## src/rtl/seg7_scan_driver.sv

```systemverilog
// seg7_scan_driver: time-multiplexed driver for NUM_DIGITS common-anode
// 7-segment digits. Scans one digit per SCAN_DIV-cycle slot, blanks the
// first BLANK_CYCLES of every slot, supports per-digit DP, digit enables and
// leading-zero suppression, and swaps in new values only at frame boundaries.
module seg7_scan_driver #(
    parameter int NUM_DIGITS       = 4,
    parameter int SCAN_DIV         = 50000,
    parameter int BLANK_CYCLES     = 2,
    parameter int ANODE_ACTIVE_LOW = 1
) (
    input  logic                    clk,
    input  logic                    reset,
    input  logic [4*NUM_DIGITS-1:0] value,
    input  logic [NUM_DIGITS-1:0]   dp_mask,
    input  logic [NUM_DIGITS-1:0]   digit_en,
    input  logic                    lz_blank,
    input  logic                    load,
    output logic [7:0]              seg,
    output logic [NUM_DIGITS-1:0]   an,
    output logic                    frame_done
);

    localparam int PS_W  = (SCAN_DIV > 2) ? $clog2(SCAN_DIV) : 2;
    localparam int IDX_W = (NUM_DIGITS > 1) ? $clog2(NUM_DIGITS) : 1;

    localparam logic [PS_W-1:0]       PS_LAST  = PS_W'(SCAN_DIV - 1);
    localparam logic [PS_W-1:0]       PS_BLANK = PS_W'(BLANK_CYCLES);
    localparam logic [IDX_W-1:0]      IDX_LAST = IDX_W'(NUM_DIGITS - 1);
    localparam logic [NUM_DIGITS-1:0] AN_OFF   = (ANODE_ACTIVE_LOW != 0) ?
                                                 {NUM_DIGITS{1'b1}} : {NUM_DIGITS{1'b0}};

    // Hex nibble to active-low segment pattern {G,F,E,D,C,B,A}.
    function automatic logic [6:0] hex_glyph(input logic [3:0] nib);
        logic [6:0] g;
        case (nib)
            4'h0:    g = 7'h40;
            4'h1:    g = 7'h79;
            4'h2:    g = 7'h24;
            4'h3:    g = 7'h30;
            4'h4:    g = 7'h19;
            4'h5:    g = 7'h12;
            4'h6:    g = 7'h02;
            4'h7:    g = 7'h78;
            4'h8:    g = 7'h00;
            4'h9:    g = 7'h10;
            4'hA:    g = 7'h08;
            4'hB:    g = 7'h03;
            4'hC:    g = 7'h46;
            4'hD:    g = 7'h21;
            4'hE:    g = 7'h06;
            4'hF:    g = 7'h0E;
            default: g = 7'h7F;
        endcase
        return g;
    endfunction

    logic [PS_W-1:0]         prescaler_r;
    logic [IDX_W-1:0]        index_r;
    logic [4*NUM_DIGITS-1:0] pending_r;
    logic [4*NUM_DIGITS-1:0] display_r;
    logic [7:0]              seg_r;
    logic [NUM_DIGITS-1:0]   an_r;
    logic                    frame_done_r;

    logic                    slot_last_s;
    logic                    boundary_s;
    logic                    blank_phase_s;
    logic                    zero_run_s;
    logic [NUM_DIGITS-1:0]   zero_from_s;
    logic [3:0]              nib_sel_s;
    logic                    dp_sel_s;
    logic                    en_sel_s;
    logic                    suppress_s;
    logic [NUM_DIGITS-1:0]   an_on_s;
    logic [7:0]              seg_next_s;

    // Slot/frame timing decodes from the prescaler and digit index.
    always_comb begin
        slot_last_s   = (prescaler_r == PS_LAST);
        boundary_s    = slot_last_s && (index_r == IDX_LAST);
        blank_phase_s = (prescaler_r < PS_BLANK);
    end

    // zero_from_s[k] is set when display nibbles k..NUM_DIGITS-1 are all zero.
    always_comb begin
        zero_run_s  = 1'b1;
        zero_from_s = {NUM_DIGITS{1'b0}};
        for (int k = NUM_DIGITS - 1; k >= 0; k--) begin
            zero_run_s     = zero_run_s & (display_r[4*k +: 4] == 4'h0);
            zero_from_s[k] = zero_run_s;
        end
    end

    // Per-slot selection of the current digit's nibble, DP, enable and suppression.
    always_comb begin
        nib_sel_s  = display_r[{index_r, 2'b00} +: 4];
        dp_sel_s   = dp_mask[index_r];
        en_sel_s   = digit_en[index_r];
        suppress_s = lz_blank && (index_r != {IDX_W{1'b0}}) && zero_from_s[index_r];
    end

    // Next anode pattern (active-high form) and next segment pattern.
    always_comb begin
        an_on_s = {NUM_DIGITS{1'b0}};
        for (int k = 0; k < NUM_DIGITS; k++) begin
            an_on_s[k] = (index_r == IDX_W'(k)) && en_sel_s && !blank_phase_s;
        end
        if (blank_phase_s || !en_sel_s) begin
            seg_next_s = 8'hFF;
        end else if (suppress_s) begin
            seg_next_s = {~dp_sel_s, 7'h7F};
        end else begin
            seg_next_s = {~dp_sel_s, hex_glyph(nib_sel_s)};
        end
    end

    // Scan counters, pending/display value registers and registered outputs.
    always_ff @(posedge clk) begin
        if (reset) begin
            prescaler_r  <= {PS_W{1'b0}};
            index_r      <= {IDX_W{1'b0}};
            pending_r    <= {(4*NUM_DIGITS){1'b0}};
            display_r    <= {(4*NUM_DIGITS){1'b0}};
            seg_r        <= 8'hFF;
            an_r         <= AN_OFF;
            frame_done_r <= 1'b0;
        end else begin
            if (slot_last_s) begin
                prescaler_r <= {PS_W{1'b0}};
                index_r     <= (index_r == IDX_LAST) ? {IDX_W{1'b0}} : index_r + IDX_W'(1);
            end else begin
                prescaler_r <= prescaler_r + PS_W'(1);
                index_r     <= index_r;
            end
            if (load) begin
                pending_r <= value;
            end else begin
                pending_r <= pending_r;
            end
            // A load on the boundary edge bypasses pending straight into display.
            if (boundary_s) begin
                display_r <= load ? value : pending_r;
            end else begin
                display_r <= display_r;
            end
            seg_r        <= seg_next_s;
            an_r         <= (ANODE_ACTIVE_LOW != 0) ? ~an_on_s : an_on_s;
            frame_done_r <= boundary_s;
        end
    end

    assign seg        = seg_r;
    assign an         = an_r;
    assign frame_done = frame_done_r;

endmodule

```

## config.mk

```make
export PLATFORM = sky130hd
export DESIGN_NAME = seg7_scan_driver
export DESIGN_NICKNAME = d
export VERILOG_FILES = /design/src/rtl/seg7_scan_driver.sv
export SDC_FILE = /design/constraint.sdc
export NUM_CORES = 1
export LEC_CHECK = 0
export ABC_CLOCK_PERIOD_IN_PS = 6100
export CAP_MARGIN = 0
export CORE_ASPECT_RATIO = 1.2
export CORE_MARGIN = 2
export CORE_UTILIZATION = 60
export CTS_BUF_LIST = sky130_fd_sc_hd__clkbuf_8
export CTS_CLUSTER_SIZE = 16
export DETAILED_ROUTE_END_ITERATION = 7
export PLACE_DENSITY = 0.83
export SETUP_SLACK_MARGIN = 0.15
export SLEW_MARGIN = 20
export SYNTH_ARGS = -nofsm -noshare
export SYNTH_HDL_FRONTEND = slang
export SYNTH_SLANG_ARGS = --single-unit
```

## constraint.sdc

```tcl
create_clock -name clk -period 6.1 [get_ports clk]
set_clock_uncertainty 0.15 [all_clocks]
set_input_delay 1.22 -clock clk [delete_from_list [all_inputs] [get_ports clk]]
set_output_delay 1.22 -clock clk [all_outputs]
set_load 0.005 [all_outputs]
```

==> results_dict.tcl <==
# collected from the flow reports
set metrics [dict create \
    synth_cells 257 \
    fmax_mhz 310 \
    grt_usage_pct 23.2 \
    cts_tree "built" \
    wire_per_inst_microns 15.4 \
    cts-root-buf "clkbuf_8" \
    grt_pass1_vias 2002 \
    yosysTopAreaCell "dfxtp_1" \
    topCellsByArea "dfxtp_1 45%, mux2i_1 6.4%, mux4_2 5.6%, o2bb2ai_1 5.0%, ha_1 4.9%" \
    max_slew.worst_pin.slew_ps 1020 \
    diodes 0 \
    switchingPower_mw 0.178 \
    vias 2012 \
    switching_share_pct 20.3 \
    maxCapViolations 0 \
    cts.sinks 63 \
    power_frac_comb_pct 6.3 \
    port_buffers 40 \
    final_util_pct 74.2 \
    power.share.clock_pct 45.3 \
    start_kind "input port" \
    hpwl_microns 3830 \
    chipHeight_microns 79.0 \
    postCtsResizedCells 0 \
    synth_warnings 0 \
    cts.clk_slew.worst_paths_ps 70 \
    most_common_cell "dfxtp_1" \
    tns_ps 0 \
    grt_max_degree 23 \
    slew_headroom_pct 32.0 \
    leakage_nw 1.30 \
    overflow 0 \
    cp-end-kind "flop" \
    ys.flops 63 \
    drcViolationCount 0 \
    post-route-min-period_ps 3230 \
    finalHoldViolCount 0 \
    clockBufferDepth 2 \
    setup_viol 0 \
    syn_nets 296 \
    top_cell_area_share_pct 44.9 \
    enable_flop_cells 0 \
    ys_area_sq_um 2810 \
    drtIter0Drc 157 \
    dr.pass1.iters 4 \
    grt_pass1_wl_microns 9180 \
    flop_cell "dfxtp_1" \
    vdd_drop_max_mv 0.164 \
    p_int_mw 0.702 \
    die_width_microns 66.5 \
    dieArea_sq_um 5250 \
    ant_nets 0 \
    ys_cells 257 \
    antenna_found_initial 0 \
    synth_cell_type_count 42 \
    synth_area_per_cell_sq_um 10.9 \
    critical_path_class "in2reg" \
    synth-seq-area-share_pct 44.9 \
    hp-class "reg2reg" \
    cp.arrival_ps 3280 \
    final_layout_size_suffix_gt1_share_pct 12.1 \
    synthArstFlopShare_pct 0 \
    crit_fanout 22 \
    warning_count 34 \
    pwr-share-seq_pct 48.3 \
    period_used_pct 52.9 \
    power_density_nw_per_um2 260 \
    synthTopCellsByCount "63 x dfxtp_1, 26 x nor2_1, 18 x mux2i_1" \
    critPathRequiredTime_ps 6150 \
    fp_util_pct 61.6 \
    htree_levels 3 \
    io-pin-count 41 \
    rsz0062_at_grt "false" \
    numCtsBuffers 9 \
    vias_per_cell 5.65 \
    cts_setup_buffers 0 \
    drv_slew 0 \
    num_rows 27 \
    outcome "completed" \
    nets 332 \
    cts_hold_buf 0 \
    coreArea_sq_um 4560 \
    area_delta_synth_final_pct 20.5 \
    gp_congestion 0.827 \
    synth_area_sq_um 2810 \
    finalWirelength_microns 5500 \
]
[routing by layer]
| metal | vias to the layer above | GRT usage, % | part of all wire [%] |
|---|---|---|---|
| met5 | - | 0 | 0 |
| met4 | 0 | 11.2 | 2.2 |
| met3 | 11 | 6.09 | 4.4 |
| met2 | 53 | 38.4 | 52 |
| met1 | 967 | 27.6 | 42 |
| li1 | 981 | - | - |
[critical path: stages]
cell             delay [ps]
clkdlybuf4s50_1         840
a41oi_1                 420
and2_1                  270
o31a_1                  340
o221ai_1                180
[through the flow]
stage | total power, mW | area (sq um) | std cells | hold slack [ps] | setup slack [ps]
final | 0.881 | 3390 | 356 | 335 | 2870
after global routing | 0.909 | 3390 | 356 | 359 | 2750
after CTS | 0.884 | 3390 | 356 | 333 | 2870
after detailed placement | 0.491 | 3160 | 340 | 301 | 2520
after global placement | 0.489 | 3160 | 340 | 291 | 2580
after floorplan | 0.464 | 2810 | 257 | 273 | 3670
[placed cells by master (no fill, tap or decap), types with 10 or more instances in the layout]
cell,count
clkbuf_8,11
clkdlybuf4s50_1,40
dfxtp_1,63
ha_1,11
mux2i_1,18
nand2_1,12
nand3_1,10
nor2_1,26
o2bb2ai_1,16
xor2_1,10
[sequential cells by signal, indices dropped and copies added (netlist names)]
register     cells
display_r       16
pending_r       16
prescaler_r     16
seg              8
an               4
index_r          2
frame_done       1
[worst paths after layout]
check	from	end	slack, ps	cells past startpoint
min reg2reg	prescaler_r[0]	prescaler_r[0]	330	1
max reg2reg	prescaler_r[0]	prescaler_r[11]	3670	5
min	prescaler_r[0]	prescaler_r[0]	330	1
max	reset	seg[4]	2870	5
[cell type report]
| type | count | area, sq um |
|---|---|---|
| inverter | 6 | 22.5 |
| timing repair buffer | 40 | 400 |
| clock buffer | 11 | 151 |
| fill | 328 | 1170 |
| tap | 58 | 72.6 |
| multi-input combinational | 173 | 1410 |
| clock inverter | 5 | 72.6 |
| sequential | 63 | 1260 |
[kinds of logic (layout without fill, tap and decap cells)]
group / Yosys count / after routing / synth area share [%]
AOI/OAI and AO/OA: 30 / 30 / 8.86
xor gates and xnor gates: 19 / 19 / 5.92
adders and majority gates: 11 / 11 / 4.90
buffers and inverters: 21 / 62 / 5.08
DFF: 63 / 63 / 44.9
muxes: 26 / 26 / 12.4
and+or+nand+nor: 87 / 87 / 17.9
[power groups by stage]
stage / combinational [mW] / clock [mW] / sequential (mW)
finish: 0.0556 / 0.399 / 0.426
global placement: 0.0541 / 0 / 0.434
detailed placement: 0.0556 / 0 / 0.435
floorplan: 0.0295 / 0 / 0.435
global route: 0.0600 / 0.423 / 0.426
CTS: 0.0561 / 0.403 / 0.426
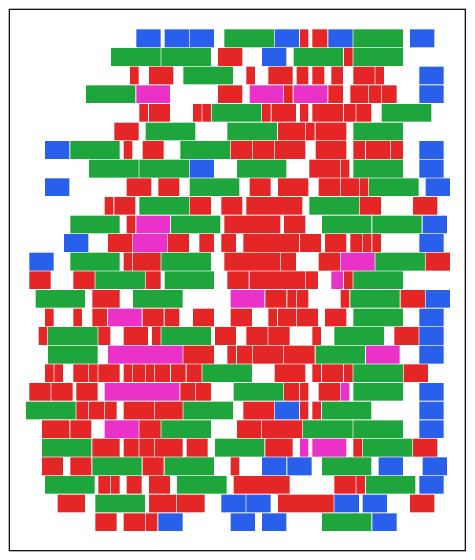
*Placement by cell class*
[red] remaining logic cells | cells: 179 | share of their area: 43%
[magenta] clock drivers and dummy loads | cells: 16 | share of their area: 6.8%
[blue] remaining buffers and delay cells | cells: 40 | share of their area: 12%
[green] registers | cells: 63 | share of their area: 38%

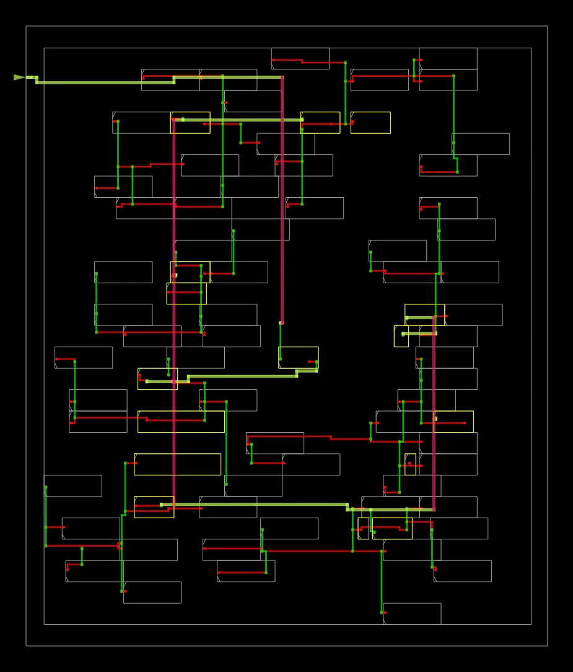
*Clock nets*
registers: 63
Latency at later pin: 340 ps
CLK BUF: 11

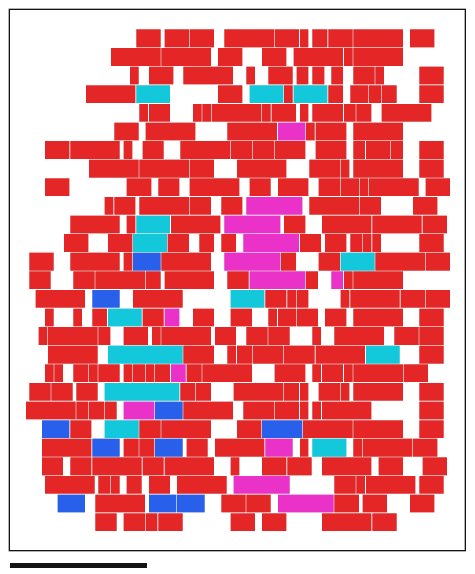
*Cell sizes after repair*
The bar under the picture is 20 microns long.
[magenta] x2 | cells: 13
[cyan] x6 and larger | cells: 13
[red] x1 and smaller | cells: 262
[blue] x3 and x4 | cells: 10

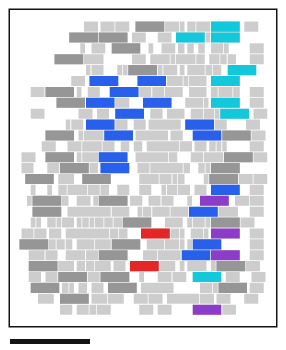
*Sequential cells grouped by signal name*
The bar under the picture is 20 microns long. Other sequential cells in the stronger grey, the rest of the logic in the fainter grey.
[blue] `display_r` | placed flops: 16
[purple] `an` | placed flops: 4 | where: south-east
[cyan] `seg` | placed flops: 8
[red] `index_r` | placed flops: 2
not coloured: 33

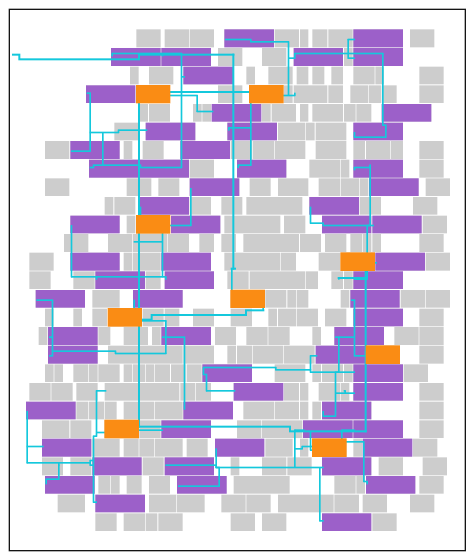
*Clock network drawn from the DEF*
[cyan] clock wires | length: 725 microns
[purple] flip-flops | count: 63
[orange] clock-net drivers | count: 9
routed clock nets: 10
flops lie: spread over the die

No activity file was given, so power comes from the tool's default toggle rates.
